<file path="config.mk">
export PLATFORM = sky130hd
export DESIGN_NAME = fpu_issue_ctrl
export DESIGN_NICKNAME = d
export VERILOG_FILES = /design/src/rtl/fpu_issue_ctrl.sv
export SDC_FILE = /design/constraint.sdc
export NUM_CORES = 1
export LEC_CHECK = 0
export CAP_MARGIN = 25
export CORE_MARGIN = 8
export CORE_UTILIZATION = 45
export CTS_CLUSTER_DIAMETER = 100
export DETAILED_ROUTE_END_ITERATION = 16
export MAX_ROUTING_LAYER = met4
export PLACE_DENSITY = 0.95
export SLEW_MARGIN = 20
export SYNTH_ARGS = -nofsm -noshare
export SYNTH_HDL_FRONTEND = slang
export SYNTH_SLANG_ARGS = --single-unit
</file>
<file path="constraint.sdc">
create_clock -name clk -period 4.6 [get_ports clk]
set_input_delay 0.69 -clock clk [delete_from_list [all_inputs] [get_ports clk]]
set_output_delay 0.69 -clock clk [all_outputs]
set_load 0.05 [all_outputs]
</file>
<file path="src/rtl/fpu_issue_ctrl.sv">
// COP1 issue sequencer: launches FPU ops, waits on long ops, writes back.
// Optional FPU_WDOG_EN adds a WAIT-state watchdog driving err.
module fpu_issue_ctrl #(
   parameter int unsigned LONG_OP_MAX = 2,
   parameter int unsigned WDOG_CYCLES = 64,
   parameter int unsigned CNT_W       = 7
) (
   input  logic        clk,
   input  logic        rst_n,
   input  logic        issue_valid,
   output logic        issue_ready,
   input  logic [2:0]  op_code,
   input  logic        write_en,
   input  logic        flag_en,
   input  logic [4:0]  fd,
   output logic        fpu_start,
   output logic [2:0]  fpu_op,
   input  logic        fpu_done,
   input  logic [31:0] fpu_result,
   input  logic        fpu_flag,
   output logic        rf_we,
   output logic [4:0]  rf_waddr,
   output logic [31:0] rf_wdata,
   output logic        cc_we,
   output logic        cc_data,
   output logic        stall,
   output logic        err
);

   typedef enum logic [1:0] {
      IDLE,
      EXEC,
      WAIT,
      WB
   } state_e;

   state_e      state_q, state_d;
   logic [2:0]  op_q, op_d;
   logic [4:0]  fd_q, fd_d;
   logic        wen_q, wen_d;
   logic        fen_q, fen_d;
   logic        rf_we_q, rf_we_d;
   logic        cc_we_q, cc_we_d;
   logic [4:0]  waddr_q, waddr_d;
   logic [31:0] wdata_q, wdata_d;
   logic        ccd_q, ccd_d;
   logic        fin;
   logic        is_long;
   logic        err_d;

`ifdef FPU_WDOG_EN
   logic [CNT_W-1:0] cnt_q, cnt_d;
   localparam logic [CNT_W-1:0] WdogLast = CNT_W'(WDOG_CYCLES - 1);
`endif

   assign is_long = 32'(op_q) < LONG_OP_MAX;

   always_comb begin
      state_d = state_q;
      op_d    = op_q;
      fd_d    = fd_q;
      wen_d   = wen_q;
      fen_d   = fen_q;
      rf_we_d = 1'b0;
      cc_we_d = 1'b0;
      waddr_d = waddr_q;
      wdata_d = wdata_q;
      ccd_d   = ccd_q;
      fin     = 1'b0;
      err_d   = 1'b0;
`ifdef FPU_WDOG_EN
      cnt_d   = cnt_q;
`endif
      unique case (state_q)
         IDLE: begin
            // Instructions with no architectural effect retire here
            if (issue_valid && (write_en || flag_en)) begin
               op_d    = op_code;
               fd_d    = fd;
               wen_d   = write_en;
               fen_d   = flag_en;
               state_d = EXEC;
            end
         end
         EXEC: begin
            if (is_long) begin
               state_d = WAIT;
`ifdef FPU_WDOG_EN
               cnt_d   = '0;
`endif
            end else begin
               fin = 1'b1;
            end
         end
         WAIT: begin
            if (fpu_done) begin
               fin = 1'b1;
`ifdef FPU_WDOG_EN
            end else if (cnt_q == WdogLast) begin
               err_d   = 1'b1;
               state_d = IDLE;
            end else begin
               cnt_d = cnt_q + CNT_W'(1);
`endif
            end
         end
         WB: begin
            state_d = IDLE;
         end
         default: state_d = IDLE;
      endcase
      if (fin) begin
         state_d = WB;
         rf_we_d = wen_q;
         cc_we_d = fen_q;
         if (wen_q) begin
            waddr_d = fd_q;
            wdata_d = fpu_result;
         end
         if (fen_q) begin
            ccd_d = fpu_flag;
         end
      end
   end

   always_ff @(posedge clk or negedge rst_n) begin
      if (!rst_n) begin
         state_q <= IDLE;
         op_q    <= '0;
         fd_q    <= '0;
         wen_q   <= 1'b0;
         fen_q   <= 1'b0;
         rf_we_q <= 1'b0;
         cc_we_q <= 1'b0;
         waddr_q <= '0;
         wdata_q <= '0;
         ccd_q   <= 1'b0;
      end else begin
         state_q <= state_d;
         op_q    <= op_d;
         fd_q    <= fd_d;
         wen_q   <= wen_d;
         fen_q   <= fen_d;
         rf_we_q <= rf_we_d;
         cc_we_q <= cc_we_d;
         waddr_q <= waddr_d;
         wdata_q <= wdata_d;
         ccd_q   <= ccd_d;
      end
   end

`ifdef FPU_WDOG_EN
   always_ff @(posedge clk or negedge rst_n) begin
      if (!rst_n) begin
         cnt_q <= '0;
      end else begin
         cnt_q <= cnt_d;
      end
   end
   assign err = err_d;
`else
   assign err = 1'b0;
`endif

   assign issue_ready = (state_q == IDLE);
   assign stall       = ~issue_ready;
   assign fpu_start   = (state_q == EXEC);
   assign fpu_op      = op_q;
   assign rf_we       = rf_we_q;
   assign rf_waddr    = waddr_q;
   assign rf_wdata    = wdata_q;
   assign cc_we       = cc_we_q;
   assign cc_data     = ccd_q;

endmodule
</file>
==> flow_summary.toml, run 1 <==
# flow metrics
[sta]
final.setup.tns_ns = 0
drv_slew = 0
maxSlewHeadroom = 0.5441
period_minus_slack_ns = 2.722
max_clock_freq_ghz = 0.3674
final-setup-viol-count = 0
unrepaired_setup_endpoints_after_global_routing = "no"
period_used_share = 0.5917

[critical_path]
path_cells = "inv_1 -> ha_1 -> inv_1 -> clkdlybuf4s50_1"
setup.reg_to_reg.worst_slack_ns = 2.06
critPathCapture = "stall"
cpMostUsedCell = "sky130_fd_sc_hd__inv_1"
worstSetupEndpointType = "output port"
regToRegEndpoint = "rf_wdata[20]$_DFFE_PN0P_"
critPathMaxFanout = 6
critical_path.startpoint_type = "flop"
timing.rr.start = "state_q[1]$_DFFE_PN0P_"
timing.critical_path.slowest_cell_delay_ns = 0.80
worst-endpoint-arrival_ns = 2.03
timing.critical_path.slowest_stage_cell = "sky130_fd_sc_hd__clkdlybuf4s50_1"
worst-r2r-cell-count = 6
critPathKind = "flop to output port"

[synth]
postSynthRegisterBits = 52
yosysMostFrequentCell = "sky130_fd_sc_hd__dfrtp_1"
synth.area.top_cells = "sky130_fd_sc_hd__dfrtp_1, sky130_fd_sc_hd__mux2_2, sky130_fd_sc_hd__mux2_4"
syn_area_sq_um = 2188
synth-warning-count = 0
synth_sequential_area_ratio = 0.5946
yosysUniqueCellTypes = 25
floorplan_nets = 189
ys_chip_area_sq_um = 2188
synth_top_cell_by_area = "sky130_fd_sc_hd__dfrtp_1"
synth_top_area_share = 0.5946
post_synth_inst_count = 137
avgSynthCellArea_sq_um = 15.97
postSynth.asyncResetShare = 1.000
yosys-stat-cells = 137
common_cells = "sky130_fd_sc_hd__dfrtp_1, sky130_fd_sc_hd__mux2_2, sky130_fd_sc_hd__mux2_4, sky130_fd_sc_hd__ha_1, sky130_fd_sc_hd__inv_1"

[pwr]
p_seq_mw = 0.831
net-switching-power_mw = 1.334
p_per_area_nw_per_um2 = 890.5
leakagePower_nw = 1.378
p_int_mw = 1.560
p_comb_mw = 1.76
power_frac_comb = 0.610

[global_routing]
grt.overflow.total = 0
busiest_layer = "met2"
global_route_wire_length_before_repair_um = 8473
first_global_vias = 1638
groute.layer.met3.usage = 0.03916
grt_antenna_before_repair = 0
grt_util_met1 = 0.1863

[clock_network]
post_cts.resized_instances = 0
post-cts-setup-buffer-count = 0
cts_hold_bufs = 0
clock-sinks = 52
cts-buffers-inserted = 5
max-clock-path-buffers = 2
htree_levels = 2

[floorplanning]
num_tap_cells = 54
io_pins = 94
die-area_sq_um = 7350
floorplan.core_util = 0.4664

[finish]
finish.net_count = 285
bufAreaShareNonClock = 0.2903
nonClockInverterCount = 4
layout.area.seq_sq_um = 1301
comb_area_sq_um = 823.3
final_cells = 286
nFlopsAndLatches = 52
largestClassByArea = "registers"
area_growth_syn_to_layout_pct = 48.48
non_clock_buffer_count = 94
number_of_flip_flops_under_the_largest_register_name = 32
fillers = 346
n_antenna_cell = 0

[placement]
dp_hpwl_um = 4078
gp_routability_congestion = 0.8231
place.detailed.instances = 280

[route]
wl_per_cell_um = 18.24
detailroute.wirelength.met3_um = 304
top_layer = "met4"
vias_per_cell = 5.066
initialDrtViolationCount = 38
met2_wirelength_from_detailed_routing_um = 2524
detail-route-antenna-nets = 0
drc = 0

[run]
stage_log_warnings = 30
maxCapViolCount = 0

[outcome]
outcome = "completed"

[worst_hold_path]
classification_of_the_worst_slack_hold_path = "primary input to async pin"
==> run 1: per-stage QoR <==
step	instance area, sq um	total power [mW]	setup slack [ns]
after detailed placement	3151	2.618	1.791
after global placement	3131	2.561	1.804
after CTS	3249	2.920	1.874
final	3249	2.894	1.878
after floorplan	2188	2.047	2.477
after global routing	3249	3.029	1.776
==> run 1: kinds of logic after synthesis <==
family	share of synthesized area
DFF	0.5946
muxes	0.2796
and+or+nand+nor	0.02973
AOI/OAI and AO/OA	0.03317
buffers and inverters	0.03259
adders and majority gates	0.02859
other	0.001714
==> run 1: worst max-delay path, delay by kind of cell (launching register included) <==
kind	cells	cell delay, ns
buf+inv	3	0.99
flops	1	0.46
fa+ha+maj	1	0.28
Run 1, supply network:
Bar = 20 um. Pins as bars on the die edge.
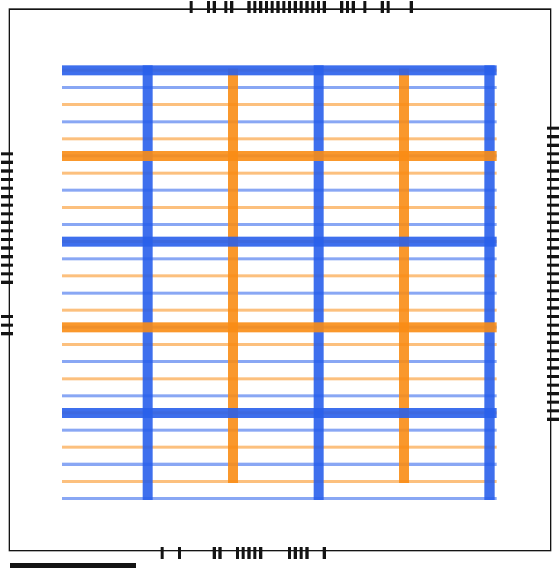
- VDD: orange
- VSS: blue
- met4 straps: 5
- met5 straps: 5
- met1 rails: 26
- rows: 25
- signal pins: 94
IR drop worst, VDD: 432.2 uV
die height: 85.74 um
core area: 4692 sq um
overall die width: 85.74 um

Run 1, cell classes on the final placement:
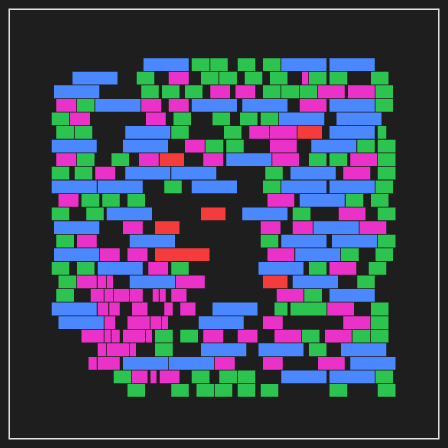
- registers: blue (cells 52; share of their area 41%)
- clock drivers and dummy loads: red (cells 6; share of their area 3.1%)
- remaining logic cells: magenta (cells 80; share of their area 26%)
- remaining buffers and delay cells: green (cells 94; share of their area 30%)
number of standard-cell rows in the floorplan: 25
fraction of area in registers: 0.4005
area of all placed cells without fillers: 3249 sq um
Finished Core Util: 0.6925

Run 1, clock wires, drivers and flops:
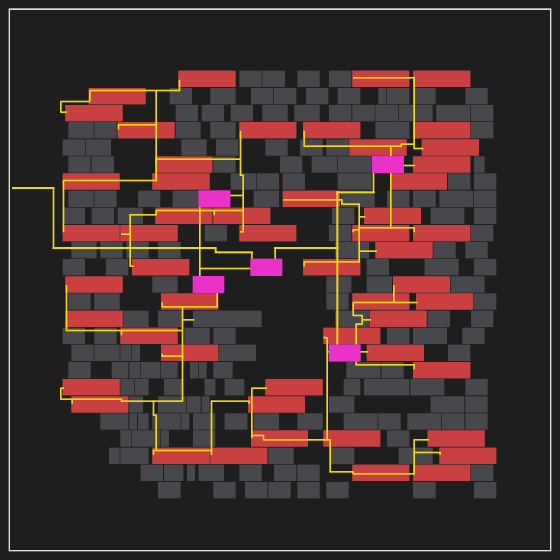
- flip-flops: red (count 52)
- clock wires: yellow (length 594 um)
- clock-net drivers: magenta (count 5)
- routed clock nets: 6
Layout Skew: 0.005086 ns
clock distribution power: 0.299 mW
clock share of power: 0.103
clock latency on the worst-skew pair: 0.30 ns

Run 1, metal layers overlaid:
Bar = 20 um.
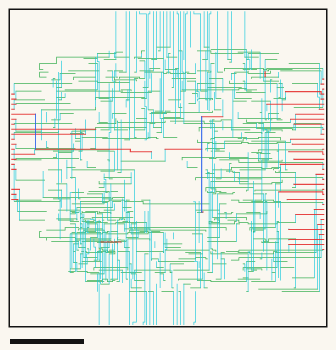
- M2: cyan (wire length 2520 um)
- M3: red (wire length 305 um)
- M1: green (wire length 2350 um)
- M4: blue (wire length 35.4 um)
vias after detailed routing: 1449
total wirelength of the detailed-routed design: 5218 um
GRT Util Overall: 0.1510

Run 1, track usage over the die:
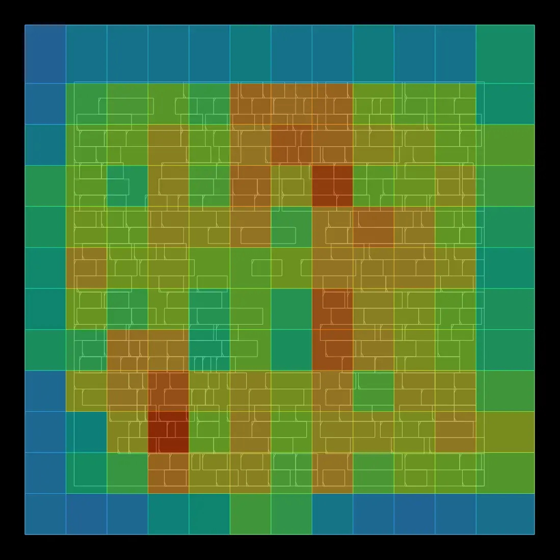

==> run 2: changes to the inputs <==
Settings changed: CORE_UTILIZATION 45 to 38, PLACE_DENSITY 0.95 to 0.88.
Clock period 4.6 ns to 2.3 ns, I/O delays scaled along.
Run 2, track usage over the die:
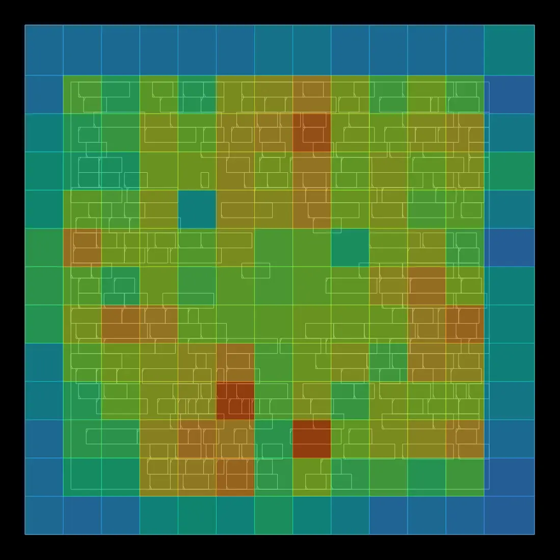
GRT Util Overall: 0.1231
met1 routing resource usage after global routing: 0.1525

==> run 2 against run 1 <==
Routed wire length shrank 2.0%. Combinational power grew 100%. Critical endpoint is now issue_ready. Utilization fell by 10 points. Sequential share of layout area fell by 0.092 points. Synthesized cell count stayed put. Total power increased by 95%.
==> flow_summary.toml, run 2 <==
# flow metrics
[sta]
period_used_share = 0.8765
period_minus_slack_ns = 2.016
maxSlewHeadroom = 0.5938
drv_slew = 0
final-setup-viol-count = 0
finalWorstSetupSlack_ns = 0.2841
max_clock_freq_ghz = 0.4961
final.setup_skew_ns = 0.006623

[route]
detailroute.wirelength.met3_um = 379
vias_per_cell = 4.731
detail-route-antenna-nets = 0
met2_wirelength_from_detailed_routing_um = 2338
wirelength_um = 5113
initialDrtViolationCount = 31
drc = 0

[critical_path]
worst-path-stages = 3
timing.critical_path.slowest_stage_cell = "sky130_fd_sc_hd__dlygate4sd2_1"
critPathMaxFanout = 6
path_cells = "inv_1 -> ha_1 -> dlygate4sd2_1"
critPathBufInv = 2
critPathKind = "flop to output port"
worst-r2r-cell-count = 6
timing.critical_path.slowest_cell_delay_ns = 0.55
worstSetupEndpointType = "output port"
timing.rr.start = "state_q[0]$_DFFE_PN0P_"
critPathTopFamily = "buffers and inverters"
regToRegEndpoint = "rf_waddr[1]$_DFFE_PN0P_"
setup.reg_to_reg.worst_slack_ns = 0.34
critical_path.startpoint_type = "flop"
critPathCapture = "issue_ready"

[synth]
synth_top_cell_by_area = "sky130_fd_sc_hd__dfrtp_1"
yosys-stat-cells = 137
postSynth.asyncResetShare = 1.000
ys_chip_area_sq_um = 2188
avgSynthCellArea_sq_um = 15.97
floorplan_nets = 189
synth-warning-count = 0
postSynthRegisterBits = 52
common_cells = "sky130_fd_sc_hd__dfrtp_1, sky130_fd_sc_hd__mux2_2, sky130_fd_sc_hd__mux2_4, sky130_fd_sc_hd__ha_1, sky130_fd_sc_hd__inv_1"
syn_area_sq_um = 2188
synth_top_area_share = 0.5946

[finish]
final_design_area_no_fill_sq_um = 3257
finish.net_count = 285
area_growth_syn_to_layout_pct = 48.83
fillers = 455
layout.area.seq_sq_um = 1301
final_cells = 305
n_antenna_cell = 0
number_of_flip_flops_under_the_largest_register_name = 32

[worst_hold_path]
classification_of_the_worst_slack_hold_path = "primary input to async pin"

[pwr]
p_comb_mw = 3.53
p_int_mw = 3.016
p_per_area_nw_per_um2 = 1735
vdd_drop_max_uv = 1046
pg_clk_mw = 0.480
power_frac_comb = 0.625
leakagePower_nw = 1.377

[run]
stage_log_warnings = 30
maxCapViolCount = 0

[clock_network]
cts_hold_bufs = 0
cts-buffers-inserted = 5
max-clock-path-buffers = 2
htree_levels = 2

[floorplanning]
die.size.y_um = 91.89
fp-row-count = 27
floorplan.core_area_sq_um = 5540
floorplan.core_util = 0.3950
die_x_um = 91.89

[global_routing]
global_route_wire_length_before_repair_um = 8266
groute.layer.met3.usage = 0.04401
grt.overflow.total = 0
first_global_vias = 1616

[placement]
dp_hpwl_um = 3907
placement.setup.worst_slack_ns = 0.3142

[outcome]
outcome = "completed"
-- run 2: cell counts after synthesis --
No cell type changed its count.
-- run 2: layout make-up --
type / count / share of cell area
flip-flops and latches: 52 / 0.3995
repair buffers: 94 / 0.2916
multi-input cells: 76 / 0.2528
well taps: 72 / 0.02766
clock buffers: 6 / 0.02228
inverters: 4 / 0.004610
clock inverters: 1 / 0.001537
-- run 2: repair_timing --
action,4_1_cts,5_1_grt
endpoints found under the setup margin,1,0
hold endpoints to repair,0,0
buffers inserted,0,0
resized,1,0
-- run 2: cells by family (layout without fill, tap and decap cells) --
logic type	count (synthesis)	in the layout	synth area share
flops	52	52	0.5946
mux	48	48	0.2796
compound gates	10	10	0.03317
other cells	1	1	0.001714
buf+inv	9	105	0.03259
fa+ha+maj	5	5	0.02859
simple gates	12	12	0.02973
Power is estimated from default activity; no workload was simulated.
